--- src/rtl/run_sequencer_if.sv ---
// Run-controller bus bundle: host access port, core control/memory port,
// data-memory port and run status.
// slave modport: the run_sequencer side; master modport: the environment
// (host, core and memory) side.
interface run_sequencer_if #(
  parameter int AW = 8,
  parameter int DW = 8,
  parameter int CW = 16
);
  // host side
  logic          start;
  logic          host_req;
  logic          host_we;
  logic [AW-1:0] host_addr;
  logic [DW-1:0] host_wdata;
  logic          host_gnt;
  logic [DW-1:0] host_rdata;
  // core side
  logic          core_done;
  logic          core_dm_we;
  logic [AW-1:0] core_dm_addr;
  logic [DW-1:0] core_dm_wdata;
  logic          core_rst;
  logic          core_en;
  // data memory side
  logic          dm_we;
  logic [AW-1:0] dm_addr;
  logic [DW-1:0] dm_wdata;
  logic [DW-1:0] dm_rdata;
  // status
  logic [CW-1:0] cycle_count;
  logic          busy;
  logic          finished;
  logic          timeout;

  modport slave (
    input  start, host_req, host_we, host_addr, host_wdata,
    input  core_done, core_dm_we, core_dm_addr, core_dm_wdata,
    input  dm_rdata,
    output host_gnt, host_rdata, core_rst, core_en,
    output dm_we, dm_addr, dm_wdata,
    output cycle_count, busy, finished, timeout
  );

  modport master (
    output start, host_req, host_we, host_addr, host_wdata,
    output core_done, core_dm_we, core_dm_addr, core_dm_wdata,
    output dm_rdata,
    input  host_gnt, host_rdata, core_rst, core_en,
    input  dm_we, dm_addr, dm_wdata,
    input  cycle_count, busy, finished, timeout
  );
endinterface

--- src/rtl/run_sequencer.sv ---
// Run controller: owns core reset/enable, arbitrates the single data-memory
// port between host (parked core) and core (running), counts run cycles,
// detects done, enforces a MAX_CYCLES timeout.
// Latency: memory mux is combinational on current state; state changes take
// effect at the next clk edge. Backpressure: host requests outside IDLE/DONE
// are not granted and are dropped (host retries until host_gnt).
// Ports: clk, reset (async, active high), bus (run_sequencer_if.slave).
module run_sequencer #(
  parameter int          AW          = 8,
  parameter int          DW          = 8,
  parameter int          CW          = 16,
  parameter int          BOOT_CYCLES = 2,
  parameter int unsigned MAX_CYCLES  = 16'hFFFF
) (
  input  logic clk,
  input  logic reset,
  run_sequencer_if.slave bus
);

  typedef enum logic [2:0] {IDLE, BOOT, RUN, DRAIN, DONE} state_t;

  // boot counter runs 0 .. BOOT_CYCLES-1
  localparam int            BW        = (BOOT_CYCLES > 1) ? $clog2(BOOT_CYCLES) : 1;
  localparam logic [BW-1:0] BOOT_LAST = BW'(BOOT_CYCLES - 1);
  localparam logic [CW-1:0] MAX_C     = CW'(MAX_CYCLES);

  state_t        state, state_nxt;
  logic [BW-1:0] boot_cnt, boot_cnt_nxt;
  logic [CW-1:0] cnt, cnt_nxt, cnt_inc;
  logic          to, to_nxt;

  always_ff @(posedge clk or posedge reset) begin
    if (reset) begin
      state    <= IDLE;
      boot_cnt <= '0;
      cnt      <= '0;
      to       <= 1'b0;
    end else begin
      state    <= state_nxt;
      boot_cnt <= boot_cnt_nxt;
      cnt      <= cnt_nxt;
      to       <= to_nxt;
    end
  end

  always_comb begin
    state_nxt    = state;
    boot_cnt_nxt = boot_cnt;
    cnt_nxt      = cnt;
    to_nxt       = to;
    cnt_inc      = cnt + 1'b1;

    bus.core_rst   = 1'b1;
    bus.core_en    = 1'b0;
    bus.busy       = 1'b0;
    bus.finished   = 1'b0;
    bus.host_gnt   = 1'b0;
    bus.host_rdata = '0;
    bus.dm_we      = 1'b0;
    bus.dm_addr    = '0;
    bus.dm_wdata   = '0;

    case (state)
      IDLE, DONE: begin
        // DONE keeps the core out of reset so its state can be inspected
        bus.core_rst   = (state == IDLE);
        bus.finished   = (state == DONE);
        bus.host_gnt   = bus.host_req;
        bus.dm_addr    = bus.host_addr;
        bus.dm_wdata   = bus.host_wdata;
        bus.dm_we      = bus.host_req & bus.host_we;
        bus.host_rdata = bus.host_req ? bus.dm_rdata : '0;
        if (bus.start) begin
          state_nxt    = BOOT;
          boot_cnt_nxt = '0;
          cnt_nxt      = '0;
          to_nxt       = 1'b0;
        end
      end
      BOOT: begin
        bus.busy = 1'b1;
        if (boot_cnt == BOOT_LAST) state_nxt = RUN;
        else                       boot_cnt_nxt = boot_cnt + 1'b1;
      end
      RUN: begin
        bus.core_rst = 1'b0;
        bus.core_en  = 1'b1;
        bus.busy     = 1'b1;
        bus.dm_we    = bus.core_dm_we;
        bus.dm_addr  = bus.core_dm_addr;
        bus.dm_wdata = bus.core_dm_wdata;
        // done takes priority over the limit and freezes the count
        if (bus.core_done) begin
          state_nxt = DRAIN;
        end else begin
          cnt_nxt = cnt_inc;
          if (cnt_inc == MAX_C) begin
            state_nxt = DRAIN;
            to_nxt    = 1'b1;
          end
        end
      end
      DRAIN: begin
        bus.core_rst = 1'b0;
        bus.busy     = 1'b1;
        state_nxt    = DONE;
      end
      default: state_nxt = IDLE;
    endcase
  end

  assign bus.cycle_count = cnt;
  assign bus.timeout     = to;

endmodule

--- src/flat_wrapper.sv ---
// flat-port wrapper written by rule: the top's interface ports become plain ports
module run_sequencer_flat 
#(
  parameter int          AW          = 8,
  parameter int          DW          = 8,
  parameter int          CW          = 16,
  parameter int          BOOT_CYCLES = 2,
  parameter int unsigned MAX_CYCLES  = 16'hFFFF
)
  (clk, reset, bus_start, bus_host_req, bus_host_we, bus_host_addr, bus_host_wdata, bus_core_done, bus_core_dm_we, bus_core_dm_addr, bus_core_dm_wdata, bus_dm_rdata, bus_host_gnt, bus_host_rdata, bus_core_rst, bus_core_en, bus_dm_we, bus_dm_addr, bus_dm_wdata, bus_cycle_count, bus_busy, bus_finished, bus_timeout);
  run_sequencer_if #(.AW(AW), .DW(DW), .CW(CW)) bus_i ();
  input  logic clk;
  input  logic reset;
  input wire logic [$bits(bus_i.start)-1:0] bus_start;
  input wire logic [$bits(bus_i.host_req)-1:0] bus_host_req;
  input wire logic [$bits(bus_i.host_we)-1:0] bus_host_we;
  input wire logic [$bits(bus_i.host_addr)-1:0] bus_host_addr;
  input wire logic [$bits(bus_i.host_wdata)-1:0] bus_host_wdata;
  input wire logic [$bits(bus_i.core_done)-1:0] bus_core_done;
  input wire logic [$bits(bus_i.core_dm_we)-1:0] bus_core_dm_we;
  input wire logic [$bits(bus_i.core_dm_addr)-1:0] bus_core_dm_addr;
  input wire logic [$bits(bus_i.core_dm_wdata)-1:0] bus_core_dm_wdata;
  input wire logic [$bits(bus_i.dm_rdata)-1:0] bus_dm_rdata;
  output wire logic [$bits(bus_i.host_gnt)-1:0] bus_host_gnt;
  output wire logic [$bits(bus_i.host_rdata)-1:0] bus_host_rdata;
  output wire logic [$bits(bus_i.core_rst)-1:0] bus_core_rst;
  output wire logic [$bits(bus_i.core_en)-1:0] bus_core_en;
  output wire logic [$bits(bus_i.dm_we)-1:0] bus_dm_we;
  output wire logic [$bits(bus_i.dm_addr)-1:0] bus_dm_addr;
  output wire logic [$bits(bus_i.dm_wdata)-1:0] bus_dm_wdata;
  output wire logic [$bits(bus_i.cycle_count)-1:0] bus_cycle_count;
  output wire logic [$bits(bus_i.busy)-1:0] bus_busy;
  output wire logic [$bits(bus_i.finished)-1:0] bus_finished;
  output wire logic [$bits(bus_i.timeout)-1:0] bus_timeout;
  assign bus_i.start = bus_start;
  assign bus_i.host_req = bus_host_req;
  assign bus_i.host_we = bus_host_we;
  assign bus_i.host_addr = bus_host_addr;
  assign bus_i.host_wdata = bus_host_wdata;
  assign bus_i.core_done = bus_core_done;
  assign bus_i.core_dm_we = bus_core_dm_we;
  assign bus_i.core_dm_addr = bus_core_dm_addr;
  assign bus_i.core_dm_wdata = bus_core_dm_wdata;
  assign bus_i.dm_rdata = bus_dm_rdata;
  assign bus_host_gnt = bus_i.host_gnt;
  assign bus_host_rdata = bus_i.host_rdata;
  assign bus_core_rst = bus_i.core_rst;
  assign bus_core_en = bus_i.core_en;
  assign bus_dm_we = bus_i.dm_we;
  assign bus_dm_addr = bus_i.dm_addr;
  assign bus_dm_wdata = bus_i.dm_wdata;
  assign bus_cycle_count = bus_i.cycle_count;
  assign bus_busy = bus_i.busy;
  assign bus_finished = bus_i.finished;
  assign bus_timeout = bus_i.timeout;
  run_sequencer #(.AW(AW), .DW(DW), .CW(CW), .BOOT_CYCLES(BOOT_CYCLES), .MAX_CYCLES(MAX_CYCLES)) u_core (.clk(clk), .reset(reset), .bus(bus_i));
endmodule
--- config.mk ---
export PLATFORM = sky130hd
export DESIGN_NAME = run_sequencer_flat
export DESIGN_NICKNAME = d
export VERILOG_FILES = /design/src/rtl/run_sequencer_if.sv /design/src/rtl/run_sequencer.sv /design/src/flat_wrapper.sv
export SDC_FILE = /design/constraint.sdc
export NUM_CORES = 1
export LEC_CHECK = 0
export ABC_AREA = 1
export CORE_MARGIN = 2
export CORE_UTILIZATION = 41
export DETAILED_ROUTE_END_ITERATION = 7
export PLACE_DENSITY_LB_ADDON = 0.05
export SYNTH_ARGS = -nofsm -noshare
export SYNTH_HDL_FRONTEND = slang
export SYNTH_SLANG_ARGS = --single-unit
--- constraint.sdc ---
create_clock -name clk -period 2.62 [get_ports clk]
set_clock_uncertainty 0.05 [all_clocks]
set_input_delay 0.262 -clock clk [delete_from_list [all_inputs] [get_ports clk]]
set_output_delay 0.262 -clock clk [all_outputs]
set_load 0.005 [all_outputs]
Fig. 1: run 1, sizing map
(6 px per um)
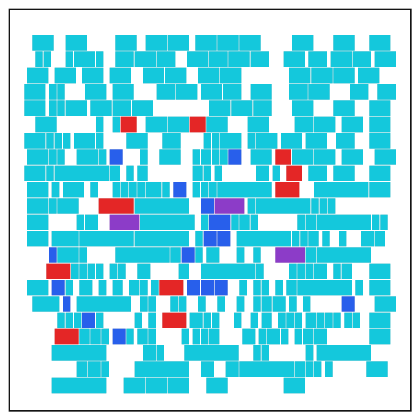
Cyan marks x1 and smaller, cells 300, share 91%. Blue marks x2, cells 17, share 5.2%. Red marks x3 and x4, cells 10, share 3.0%. Purple marks x6 and larger, cells 3, share 0.91%.
post-route design area: 2641 um^2
post-route setup slack: 0.3661 ns

Fig. 2: run 1, nets reached from selected ports
(6 px per um)
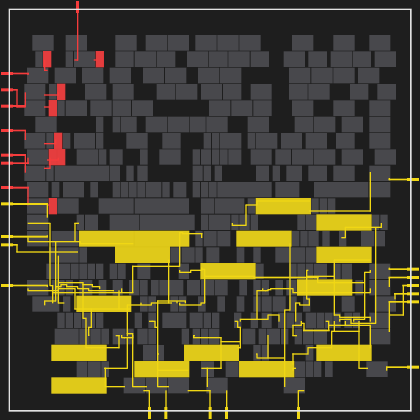
Yellow marks bus_cycle_count, direction output, edge 7 right, 5 bottom, 4 left, end cells 16, buffers 16, wire 634 um. Red marks bus_dm_rdata, direction input, edge 7 left, 1 top, end cells 8, buffers 8, wire 51.7 um.

Fig. 3: run 1, placement density heat map
(6 px per um) 7 x 7 tiles, from dark blue (low) to red (high), 0 to 100% covered.
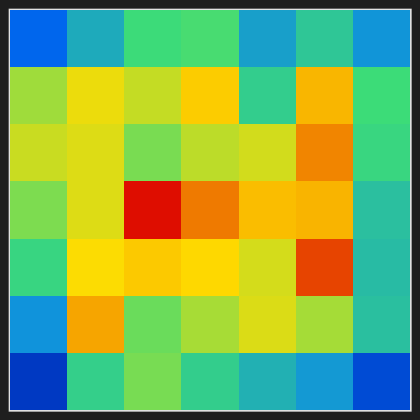
The mean over all tiles is 58%. The fullest tile reaches 99%. The densest ninth of the die: centre.
core utilization at floorplan: 43.33%
Layout Utilization: 71.08%
core area: 3716 um^2

==> results.ini, run 1 <==
[status]
status = finished, final reports clean

[power]
p_leak_nw = 1.083
internal-power_mw = 1.132
ir_worst_vdd_v = 0.0006771
power_mw = 1.810
clkPwrFrac_pct = 11.9
cellPowerDensity_nw_per_um2 = 685.4
p_sw_mw = 0.6785
power_frac_seq_pct = 24.0
switching_share_pct = 37.48
combPwrFrac_pct = 64.1

[timing]
finalCritPeriodShare_pct = 86.03
report.final.slew_viol_count = 0
period_minus_slack_ns = 2.254
grt_setup_unrepaired = false
setup_tns_ns = 0
worstMarginPinSlew_ns = 0.8104
setup_viol = 0
relSlewSlack_pct = 45.92
finalHoldWorstSlack_ns = 0.3999
fmax_mhz = 443.7
final_hold_viol_count = 0

[clock_tree]
cts.sinks = 21
post_cts_buffers = 0
clockBufferDepth = 2
cts_tree = built
root_buffer = clkbuf_8
post_cts_resized = 0
insertion_delay_ns = 0.26
clkTransAtPathRegs_ns = 0.08
ctsHoldBuffers = 0
htreeDepth = 1
cts-buffers-inserted = 3

[synthesis]
netlist_instances = 237
top_area_share_pct = 32.63
synth_area_um2 = 1610
ys_seq_share_pct = 32.63
top_area_cell = dfrtp_1
ff_type = dfrtp_1
synthArstFlopShare_pct = 100.0
synth_top_cell_by_count = nand2_1
ys_ff = 21
synth_chip_area_um2 = 1610
postSynthNetCount = 286
synthTopCellsByCount = nand2_1 (68), inv_1 (29), nor2_1 (27)
ys_types = 25
ys_cells = 237
area_leaders = dfrtp_1 (33%), nand2_1 (16%), a22o_1 (9.2%)
edf_count = 0
yosysWarnings = 0
syn_avg_cell_area_um2 = 6.794

[final_layout]
area_delta_synth_final_pct = 64.02
diodes = 0
drive_gt1_share_pct = 9.091
nets = 380

[hold_path]
min_path_type = in2async

[critical_path]
critPathLaunchType = register
cp-end-kind = primary output
path_delay_family = buffers and inverters
crit_chain = nor2_1, inv_1, nor2_1, clkdlybuf4s50_1
worstPathMaxFanout = 13
critPathBufInv = 2
crit_required_ns = 2.31
crit_top_cell = nor2_1
cp_slowest_cell = clkdlybuf4s50_1
crit_type = reg2out
crit_path_max_incr_delay_ns = 0.53
cp.arrival_ns = 1.94

[job]
warnings = 27
max-cap-violations = 0

[global_route]
grtUsageTotal_pct = 21.86
grt_pass1_vias = 1676
grt_first_pass_wirelength_um = 7569
antenna_found_initial = 0
grt_max_degree = 22
grt-ovfl-total = 0

[routing]
vias_per_cell = 5.050
drt_iter0_drc = 123
first_pass_iters = 5
drt.antenna.violating_nets = 0
drt-wirelength-per-cell_um = 12.66
remaining_drc_errors = 0
totalWireLength_um = 4787
vias = 1909

[placed_design]
dp_hpwl_um = 3835
io_buffers = 93
place.gp.congestion = 0.8025
place_area_um2 = 2596

[floorplan]
io_pins = 94
die-width_um = 66.67
rows = 22
die_h_um = 66.67
chipArea_um2 = 4445

-- run 1: layout by cell type (no fill, tap or decap), drive strengths merged --
cell / instances
nor2: 37
clkbuf: 4
nand4: 6
or2: 1
a22o: 17
dfrtp: 21
o21ai: 10
a21oi: 3
inv: 31
nor3: 1
clkdlybuf4s50: 93
nand3: 13
o22ai: 10
buf: 4
nand2: 76
ha: 2
nand3b: 1
-- run 1: layout make-up --
type,instances,area [um^2]
fill,320,1075
timing repair buffer,97,960.9
multi-input combinational,177,933.4
sequential,21,525.5
inverter,31,116.4
tap,48,60.06
clock buffer,4,45.04
-- run 1: registers in the layout, summed over array words and instances, names as in the netlist --
register,flops
u_core.boot_cnt,1
u_core.state,3
u_core.bus.timeout,1
u_core.bus.cycle_count,16
-- run 1: stage by stage --
| step | worst slack, ns | utilization, % | cells |
|---|---|---|---|
| after global routing | 0.1747 | 71.08 | 378 |
| after floorplan | 0.9211 | - | 237 |
| final | 0.3661 | 71.08 | 378 |
| after CTS | 0.3151 | 71.08 | 378 |
| after detailed placement | 0.5400 | 69.87 | 374 |
| after global placement | 0.6050 | 69.87 | 374 |
-- run 1: final timing paths --
kind / startpoint / endpoint / slack (ns) / depth (start not counted)
setup / recovery: u_core.state[1] / bus_finished / 0.37 / 4
hold / removal: reset / u_core.bus.cycle_count[0] / 0.40 / 2
setup reg to reg: u_core.state[2] / u_core.bus.timeout / 0.58 / 8
hold reg to reg: u_core.bus.timeout / u_core.bus.timeout / 0.42 / 2
max in group asynchronous: reset / u_core.bus.cycle_count[14] / 1.61 / 2
min in group clk: u_core.bus.timeout / u_core.bus.timeout / 0.42 / 2
-- run 1: cell families after synthesis --
family | share of synthesized area [%]
simple gates | 38.54
compound gates | 17.87
buf+inv | 9.401
fa+ha+maj | 1.554
flops | 32.63
-- run 1: metal layers --
metal / track usage (%) / part of all wire, %
met5: 0 / 0
met2: 37.38 / 51
met1: 29.49 / 43
met4: 2.041 / 0
met3: 4.392 / 6.3
-- run 1: power by group through the flow --
stage | clock network (mW) | logic, mW | registers (mW)
4_1_cts | 0.220 | 1.18 | 0.433
5_1_grt | 0.232 | 1.28 | 0.444
3_3_place_gp | 0 | 1.16 | 0.438
3_5_place_dp | 0 | 1.17 | 0.439
2_1_floorplan | 0 | 0.571 | 0.429
6_report | 0.216 | 1.16 | 0.434
Fig. 4: run 1, placed standard cells
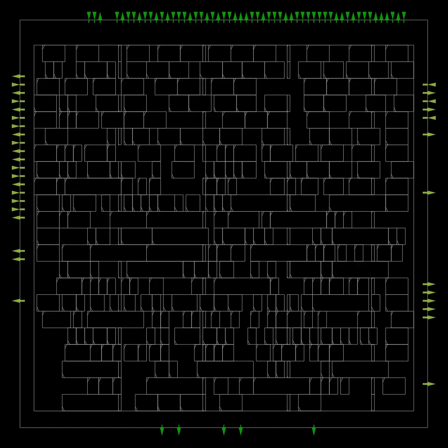

==> run 1 -> run 2 <==
--- a/config.mk
+++ b/config.mk
@@ -8,6 +8,7 @@
 export ABC_AREA = 1
 export CORE_MARGIN = 2
 export CORE_UTILIZATION = 41
+export CTS_BUF_LIST = sky130_fd_sc_hd__clkbuf_16
 export DETAILED_ROUTE_END_ITERATION = 7
 export PLACE_DENSITY_LB_ADDON = 0.05
 export SYNTH_ARGS = -nofsm -noshare
Fig. 5: run 2, placed standard cells
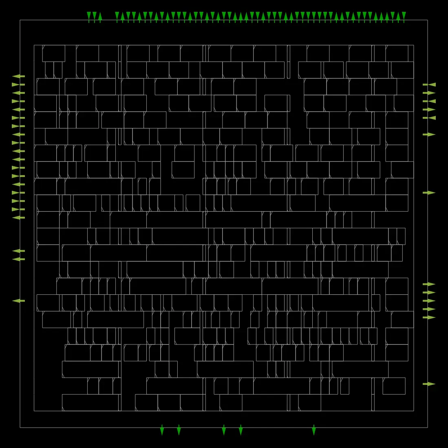
Tapcells: 48
Post-Layout Cell Count: 378

==> run 2 against run 1 <==
Compared with the run above:
- combinational power is essentially flat
- utilization grew 0.91 points
- global-route usage shrank 0.071 points
- fmax shrank 0.27%
- final area grew 1.3%
- critical path depth is the same
- cell count is the same
- area after synthesis is the same
==> results.ini, run 2 <==
[clock_tree]
root_buffer = clkbuf_16  ; was clkbuf_8
clockBufferDepth = 2  ; unchanged
cts.sinks = 21  ; unchanged
post_cts_buffers = 0  ; unchanged
insertion_delay_ns = 0.25  ; was 0.26 ns
ctsHoldBuffers = 0  ; unchanged
cts-buffers-inserted = 3  ; unchanged
cts_tree = built  ; unchanged
clkTransAtPathRegs_ns = 0.06  ; was 0.08 ns
htreeDepth = 1  ; unchanged
post_cts_resized = 0  ; unchanged

[floorplan]
chipArea_um2 = 4445  ; unchanged
rows = 22  ; unchanged
die-width_um = 66.67  ; unchanged
fp_util_pct = 43.33  ; unchanged
core_area_um2 = 3716  ; unchanged
io_pins = 94  ; unchanged
die_h_um = 66.67  ; unchanged

[routing]
remaining_drc_errors = 0  ; unchanged
totalWireLength_um = 4891  ; was 4787 um
first_pass_iters = 4  ; was 5
vias_per_cell = 5.003  ; was 5.050
vias = 1891  ; was 1909
drt_iter0_drc = 105  ; was 123
drt.antenna.violating_nets = 0  ; unchanged
drt-wirelength-per-cell_um = 12.94  ; was 12.66 um

[status]
status = finished, final reports clean  ; unchanged

[synthesis]
postSynthNetCount = 286  ; unchanged
top_area_share_pct = 32.63  ; unchanged
ys_cells = 237  ; unchanged
synth_area_um2 = 1610  ; unchanged
edf_count = 0  ; unchanged
ff_type = dfrtp_1  ; unchanged
ys_seq_share_pct = 32.63  ; unchanged
ys_types = 25  ; unchanged
yosysWarnings = 0  ; unchanged
synthTopCellsByCount = nand2_1 (68), inv_1 (29), nor2_1 (27)  ; unchanged
synthArstFlopShare_pct = 100.0  ; unchanged
synth_top_cell_by_count = nand2_1  ; unchanged
area_leaders = dfrtp_1 (33%), nand2_1 (16%), a22o_1 (9.2%)  ; unchanged
ys_ff = 21  ; unchanged
top_area_cell = dfrtp_1  ; unchanged
netlist_instances = 237  ; unchanged
syn_avg_cell_area_um2 = 6.794  ; unchanged
synth_chip_area_um2 = 1610  ; unchanged

[placed_design]
io_buffers = 93  ; unchanged
dp_hpwl_um = 3835  ; unchanged
dp_slack_ns = 0.5400  ; unchanged
place.gp.congestion = 0.8025  ; unchanged

[timing]
fmax_mhz = 442.5  ; was 443.7 MHz
report.final.slew_viol_count = 0  ; unchanged
period_minus_slack_ns = 2.260  ; was 2.254 ns
final_hold_viol_count = 0  ; unchanged
grt_setup_unrepaired = false  ; unchanged
finalHoldWorstSlack_ns = 0.4189  ; was 0.3999 ns
relSlewSlack_pct = 45.37  ; was 45.92%
finalCritPeriodShare_pct = 86.26  ; was 86.03%
worstMarginPinSlew_ns = 0.8185  ; was 0.8104 ns
setup_tns_ns = 0  ; unchanged
setup_ws_ns = 0.3599  ; was 0.3661 ns
setup_viol = 0  ; unchanged

[final_layout]
nets = 380  ; unchanged
seq_area_um2 = 525.5  ; unchanged
drive_gt1_share_pct = 9.091  ; unchanged
area_delta_synth_final_pct = 66.12  ; was 64.02%
logic_area_um2 = 933.4  ; unchanged
lay_top_cells = clkdlybuf4s50_1 (93), nand2_1 (68), inv_1 (30), nor2_1 (27), dfrtp_1 (21)  ; was clkdlybuf4s50_1 (93), nand2_1 (68), inv_1 (29), nor2_1 (27), dfrtp_1 (21)
largest_register_ffs = 16  ; unchanged
lay_top_count = clkdlybuf4s50_1  ; unchanged
fillers = 317  ; was 320
diodes = 0  ; unchanged

[critical_path]
rr_startpoint = u_core.bus.cycle_count[0]  ; was u_core.state[2]
r2r-end = u_core.bus.timeout  ; unchanged
r2r_slack_ns = 0.61  ; was 0.58 ns
worstPathMaxFanout = 13  ; unchanged
worstRegToRegCells = 14  ; was 8
critPathLaunchType = register  ; unchanged
cp-end-kind = primary output  ; unchanged
cp.arrival_ns = 1.95  ; was 1.94 ns
crit_type = reg2out  ; unchanged
crit_required_ns = 2.31  ; about the same

[power]
ir_worst_vdd_v = 0.0005100  ; was 0.0006771 V
power_mw = 1.923  ; was 1.810 mW
cellPowerDensity_nw_per_um2 = 718.9  ; was 685.4 nW/um^2
p_leak_nw = 1.102  ; was 1.083 nW

[global_route]
grt_first_pass_wirelength_um = 7596  ; was 7569 um
grt_max_degree = 22  ; unchanged
grt_pass1_vias = 1693  ; was 1676
grtUsageTotal_pct = 21.79  ; was 21.86%
antenna_found_initial = 0  ; unchanged
grt-ovfl-total = 0  ; unchanged

[job]
warnings = 27  ; unchanged
max-cap-violations = 0  ; unchanged

[hold_path]
min_path_type = in2async  ; unchanged

Fig. 6: run 2, nets reached from selected ports
(6 px per um)
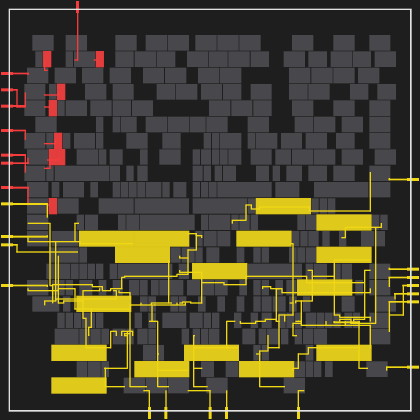
Yellow marks bus_cycle_count, direction output, edge 7 right, 5 bottom, 4 left, end cells 16, buffers 16, wire 639 um. Red marks bus_dm_rdata, direction input, edge 7 left, 1 top, end cells 8, buffers 8, wire 51.7 um.

## run 2: worst max path at each step
| stage | endpoint | from | slack (ns) | cells past startpoint |
|---|---|---|---|---|
| 3_5_place_dp | u_core.bus.timeout | bus_core_done | 0.54 | 7 |
| 2_1_floorplan | u_core.state[2] | u_core.bus.cycle_count[1] | 0.92 | 14 |
| 6_report | bus_finished | u_core.state[1] | 0.36 | 4 |
| 3_3_place_gp | bus_dm_we | bus_host_req | 0.60 | 5 |
| 5_1_grt | bus_finished | u_core.state[1] | 0.20 | 4 |
| 4_1_cts | bus_finished | u_core.state[1] | 0.33 | 4 |
## run 2: final cells by class
type / count / share of cell area [%]
clock buffers: 3 / 2.806
clock inverters: 1 / 0.1403
multi-input cells: 177 / 34.89
inverters: 31 / 4.350
well taps: 48 / 2.245
repair buffers: 97 / 35.92
flip-flops and latches: 21 / 19.64
## run 2: power breakdown
part	switching, mW	internal (mW)
combinational	0.517	0.648
sequential	0.0584	0.376
clock	0.120	0.204
## run 2: metrics by stage
stage | instances | util, % | cell area [um^2]
after floorplan | 237 | - | 1610
after global placement | 374 | 69.87 | 2596
after detailed placement | 374 | 69.87 | 2596
after CTS | 378 | 71.99 | 2675
after global routing | 378 | 71.99 | 2675
final | 378 | 71.99 | 2675
## run 2: routing by layer
| metal | routed length, um | GRT usage (%) |
|---|---|---|
| met1 | 2158 | 29.07 |
| met2 | 2453 | 37.63 |
| met3 | 268 | 3.885 |
| met4 | 10 | 2.806 |
| met5 | 0 | 0 |
## run 2: kinds of logic (layout without fill, tap and decap cells)
group / after synthesis / after routing / share of synthesized area (%)
AND/OR/NAND/NOR: 135 / 135 / 38.54
adder cells (fa/ha/maj): 2 / 2 / 1.554
buffers and inverters: 39 / 132 / 9.401
flip-flops: 21 / 21 / 32.63
AND-OR/OR-AND: 40 / 40 / 17.87
## run 2: worst max-delay path, cell delays in order, from the launching register on
cell and delay (ns):
dfrtp_1 0.40, nor2_1 0.27, inv_1 0.30, nor2_1 0.19
clkdlybuf4s50_1 0.53
Fig. 7: run 2, placement density heat map
(6 px per um) 7 x 7 tiles, from dark blue (low) to red (high), 0 to 100% covered.
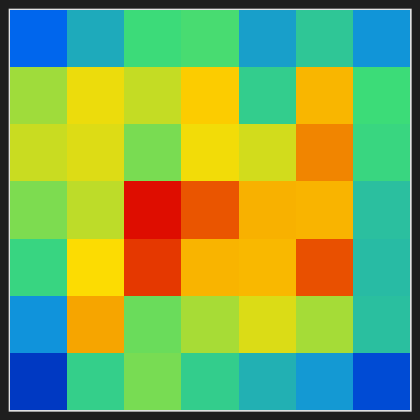

==> run 2 -> run 3 <==
--- a/config.mk
+++ b/config.mk
@@ -11,6 +11,7 @@
 export CTS_BUF_LIST = sky130_fd_sc_hd__clkbuf_16
 export DETAILED_ROUTE_END_ITERATION = 7
 export PLACE_DENSITY_LB_ADDON = 0.05
+export REMOVE_ABC_BUFFERS = 1
 export SYNTH_ARGS = -nofsm -noshare
 export SYNTH_HDL_FRONTEND = slang
 export SYNTH_SLANG_ARGS = --single-unit
==> constraint.sdc (replaced) <==
create_clock -name clk -period 2.8 [get_ports clk]
set_clock_uncertainty 0.05 [all_clocks]
set_input_delay 0.56 -clock clk [delete_from_list [all_inputs] [get_ports clk]]
set_output_delay 0.56 -clock clk [all_outputs]
set_load 0.005 [all_outputs]
Fig. 8: run 3, placement density heat map
(6 px per um) 7 x 7 tiles, from dark blue (low) to red (high), 0 to 100% covered.
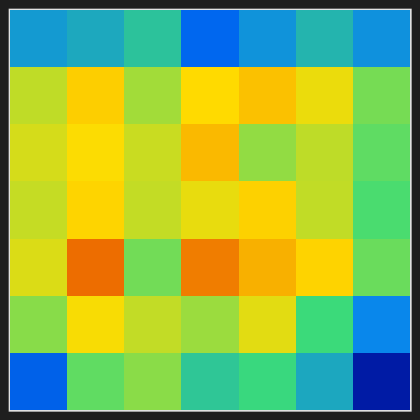
20% of the tiles are over 75% full. The fullest tile reaches 88%. The emptiest ninth of the die: lower right.

==> run 3 against run 2 <==
Compared with the run above:
- sequential share of layout area hardly changed
- critical path depth is 1 higher
- combinational power is 8% lower
- non-clock buffer count is 1 lower
- critical path type is now in2out
- largest cell class unchanged
==> results.ini, run 3 <==
[routing]
drt.antenna.violating_nets = 0  ; unchanged
totalWireLength_um = 5000  ; was 4891 um
drt-wirelength-per-cell_um = 13.26  ; was 12.94 um
drt_iter0_drc = 139  ; was 105
vias_per_cell = 5.119  ; was 5.003
vias = 1930  ; was 1891
first_pass_iters = 4  ; unchanged
remaining_drc_errors = 0  ; unchanged

[global_route]
grtUsageTotal_pct = 23.68  ; was 21.79%
grt_first_pass_wirelength_um = 8211  ; was 7596 um
grt_max_degree = 22  ; unchanged
antenna_found_initial = 0  ; unchanged
grt_pass1_vias = 1847  ; was 1693
grt-ovfl-total = 0  ; unchanged

[power]
switching_share_pct = 36.40  ; was 36.17%
combPwrFrac_pct = 60.2  ; was 60.6%
p_leak_nw = 1.095  ; was 1.102 nW
p_sw_mw = 0.6497  ; was 0.6956 mW
clkPwrFrac_pct = 17.2  ; was 16.8%
power_frac_seq_pct = 22.6  ; about the same
internal-power_mw = 1.135  ; was 1.228 mW
cellPowerDensity_nw_per_um2 = 668.8  ; was 718.9 nW/um^2
ir_worst_vdd_v = 0.0004752  ; was 0.0005100 V

[synthesis]
netlist_instances = 237  ; unchanged
synth_area_um2 = 1610  ; unchanged
synth_top_cell_by_count = nand2_1  ; unchanged
top_area_share_pct = 32.63  ; unchanged
edf_count = 0  ; unchanged
ys_cells = 237  ; unchanged
area_leaders = dfrtp_1 (33%), nand2_1 (16%), a22o_1 (9.2%)  ; unchanged
synthTopCellsByCount = nand2_1 (68), inv_1 (29), nor2_1 (27)  ; unchanged
ys_types = 25  ; unchanged
syn_avg_cell_area_um2 = 6.794  ; unchanged
yosysWarnings = 0  ; unchanged
ys_seq_share_pct = 32.63  ; unchanged
ff_type = dfrtp_1  ; unchanged
synthArstFlopShare_pct = 100.0  ; unchanged
ys_ff = 21  ; unchanged
top_area_cell = dfrtp_1  ; unchanged
synth_chip_area_um2 = 1610  ; unchanged

[final_layout]
nets = 379  ; was 380
fillers = 309  ; was 317
largest_register_ffs = 16  ; unchanged
drive_gt1_share_pct = 9.119  ; was 9.091%
design_area_um2 = 2669  ; was 2675 um^2
area_delta_synth_final_pct = 65.73  ; was 66.12%
fin_util_pct = 71.82  ; was 71.99%
diodes = 0  ; unchanged
lay_top_count = clkdlybuf4s50_1  ; unchanged
lay_top_cells = clkdlybuf4s50_1 (93), nand2_1 (68), inv_1 (29), nor2_1 (27), dfrtp_1 (21)  ; was clkdlybuf4s50_1 (93), nand2_1 (68), inv_1 (30), nor2_1 (27), dfrtp_1 (21)

[floorplan]
core_area_um2 = 3716  ; unchanged
die_h_um = 66.67  ; unchanged
rows = 22  ; unchanged
die-width_um = 66.67  ; unchanged
io_pins = 94  ; unchanged
fp_util_pct = 43.33  ; unchanged
chipArea_um2 = 4445  ; unchanged

[critical_path]
crit_type = in2out  ; was reg2out
worstPathMaxFanout = 9  ; was 13
r2r_slack_ns = 0.85  ; was 0.61 ns
cp.arrival_ns = 1.99  ; was 1.95 ns
crit_required_ns = 2.19  ; was 2.31 ns
cp-end-kind = primary output  ; unchanged
worstRegToRegCells = 14  ; unchanged
critPathLaunchType = input pin  ; was register

[placed_design]
place.gp.congestion = 0.8290  ; was 0.8025
io_buffers = 93  ; unchanged
dp_hpwl_um = 3975  ; was 3835 um
place_area_um2 = 2589  ; was 2596 um^2

[clock_tree]
clkTransAtPathRegs_ns = 0.06  ; about the same
cts.sinks = 21  ; unchanged
root_buffer = clkbuf_16  ; unchanged
clockBufferDepth = 2  ; unchanged
cts_tree = built  ; unchanged
cts-buffers-inserted = 3  ; unchanged
post_cts_resized = 0  ; unchanged
htreeDepth = 1  ; unchanged
ctsHoldBuffers = 0  ; unchanged
post_cts_buffers = 0  ; unchanged
insertion_delay_ns = 0.26  ; was 0.25 ns

[timing]
final_hold_viol_count = 0  ; unchanged
worstMarginPinSlew_ns = 0.8214  ; was 0.8185 ns
period_minus_slack_ns = 2.595
finalCritPeriodShare_pct = 92.70
setup_tns_ns = 0  ; unchanged
grt_setup_unrepaired = false  ; unchanged
fmax_mhz = 385.3
setup_viol = 0  ; unchanged
relSlewSlack_pct = 45.18  ; was 45.37%
report.final.slew_viol_count = 0  ; unchanged

[job]
max-cap-violations = 0  ; unchanged
warnings = 26  ; was 27

[status]
status = finished, final reports clean  ; unchanged

[hold_path]
min_path_type = reg2reg  ; was in2async
whs_path_depth = 2

Fig. 9: run 3, nets reached from selected ports
(6 px per um)
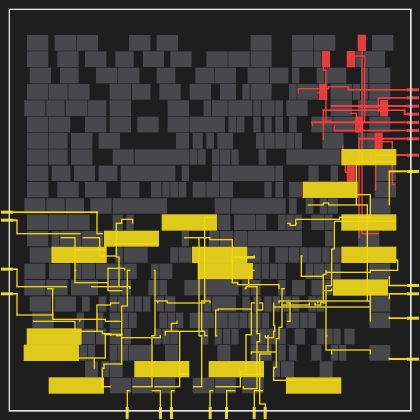
Red marks bus_dm_rdata, direction input, edge right, end cells 8, buffers 8, wire 211 um. Yellow marks bus_cycle_count, direction output, edge 7 bottom, 5 right, 4 left, end cells 16, buffers 16, wire 697 um.

-- run 3: cell counts after synthesis --
No cell type changed its count.
-- run 3: worst max-delay path, cell delays in order --
cell and delay [ns]:
clkdlybuf4s50_1 0.64, nand2_1 0.09, inv_1 0.08, a22o_1 0.13, clkdlybuf4s50_1 0.49
-- run 3: cell families (layout without fill, tap and decap cells) --
kind of cell    Yosys count  in the layout  synth area share, %
compound gates           40             40                17.87
fa+ha+maj                 2              2                1.554
buf+inv                  39            131                9.401
flops                    21             21                32.63
simple gates            135            135                38.54
-- run 3: worst paths after layout --
path	start	end
worst max-delay path	bus_host_req	bus_dm_we
worst min-delay path	u_core.bus.timeout	u_core.bus.timeout
worst max register to register	u_core.bus.cycle_count[0]	u_core.bus.timeout
worst min register to register	u_core.bus.timeout	u_core.bus.timeout
max in group asynchronous	reset	u_core.bus.cycle_count[6]
min in group asynchronous	reset	u_core.state[0]
-- run 3: power groups by stage --
stage | sequential (mW) | clock (mW) | combinational, mW
floorplan | 0.401 | 0 | 0.494
global placement | 0.407 | 0 | 1.08
detailed placement | 0.407 | 0 | 1.09
CTS | 0.403 | 0.315 | 1.09
global route | 0.411 | 0.331 | 1.18
finish | 0.403 | 0.307 | 1.08
-- run 3: per-layer routing --
layer | global-route usage [%] | vias up | wire length, um
met2 | 40.00 | 91 | 2399
met1 | 30.93 | 879 | 2100
met5 | 0 | - | 0
met3 | 7.264 | 0 | 500
li1 | - | 960 | -
met4 | 1.786 | 0 | 0
-- run 3: final cells by class --
cell class / count / area (um^2) / area share, %
Timing Repair Buffer: 96 / 953.4 / 35.72
Multi-Input combinational cell: 177 / 933.4 / 34.97
Sequential cell: 21 / 525.5 / 19.69
Inverter: 31 / 116.4 / 4.360
Clock buffer: 3 / 75.07 / 2.813
Tap cell: 48 / 60.06 / 2.250
Clock inverter: 1 / 5.005 / 0.1875
-- run 3: stage by stage --
step,hold WS (ns),power (mW),setup slack (ns),std cells
4_1_cts,0.4337,1.806,0.1936,377
6_report,0.4241,1.785,0.2045,377
3_3_place_gp,0.4209,1.485,0.2362,373
5_1_grt,0.4639,1.919,0.06924,377
3_5_place_dp,0.4206,1.492,0.1977,373
2_1_floorplan,0.4136,0.8951,0.4335,229

==> screenshots <==
M1 wires.
(8 px per um) Supply wires on this layer in grey.
(a)
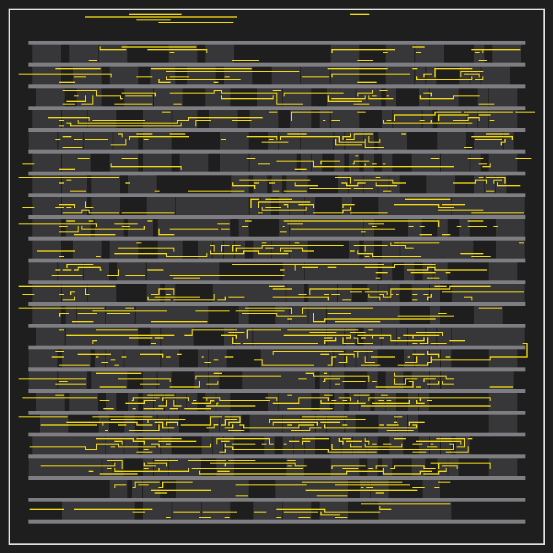
(b)
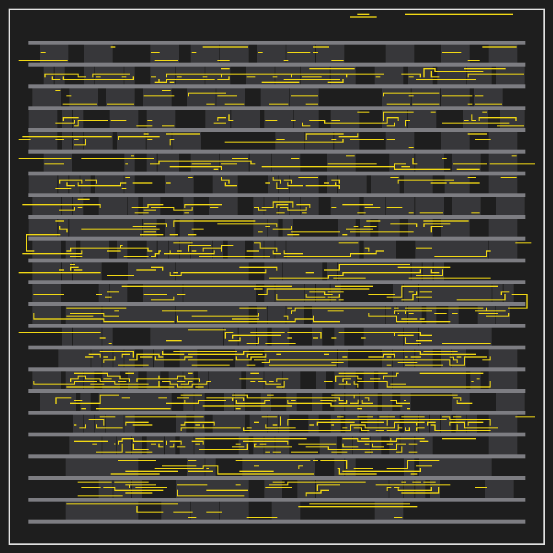
- (a) = run 3
- (b) = run 1

Key to (b):
The layer carries 2060 um of wire. The layer holds 43% of the routed length. The longest straight run is 27.1 um. The wires run mostly horizontal.

Power is estimated from default activity; no workload was simulated.
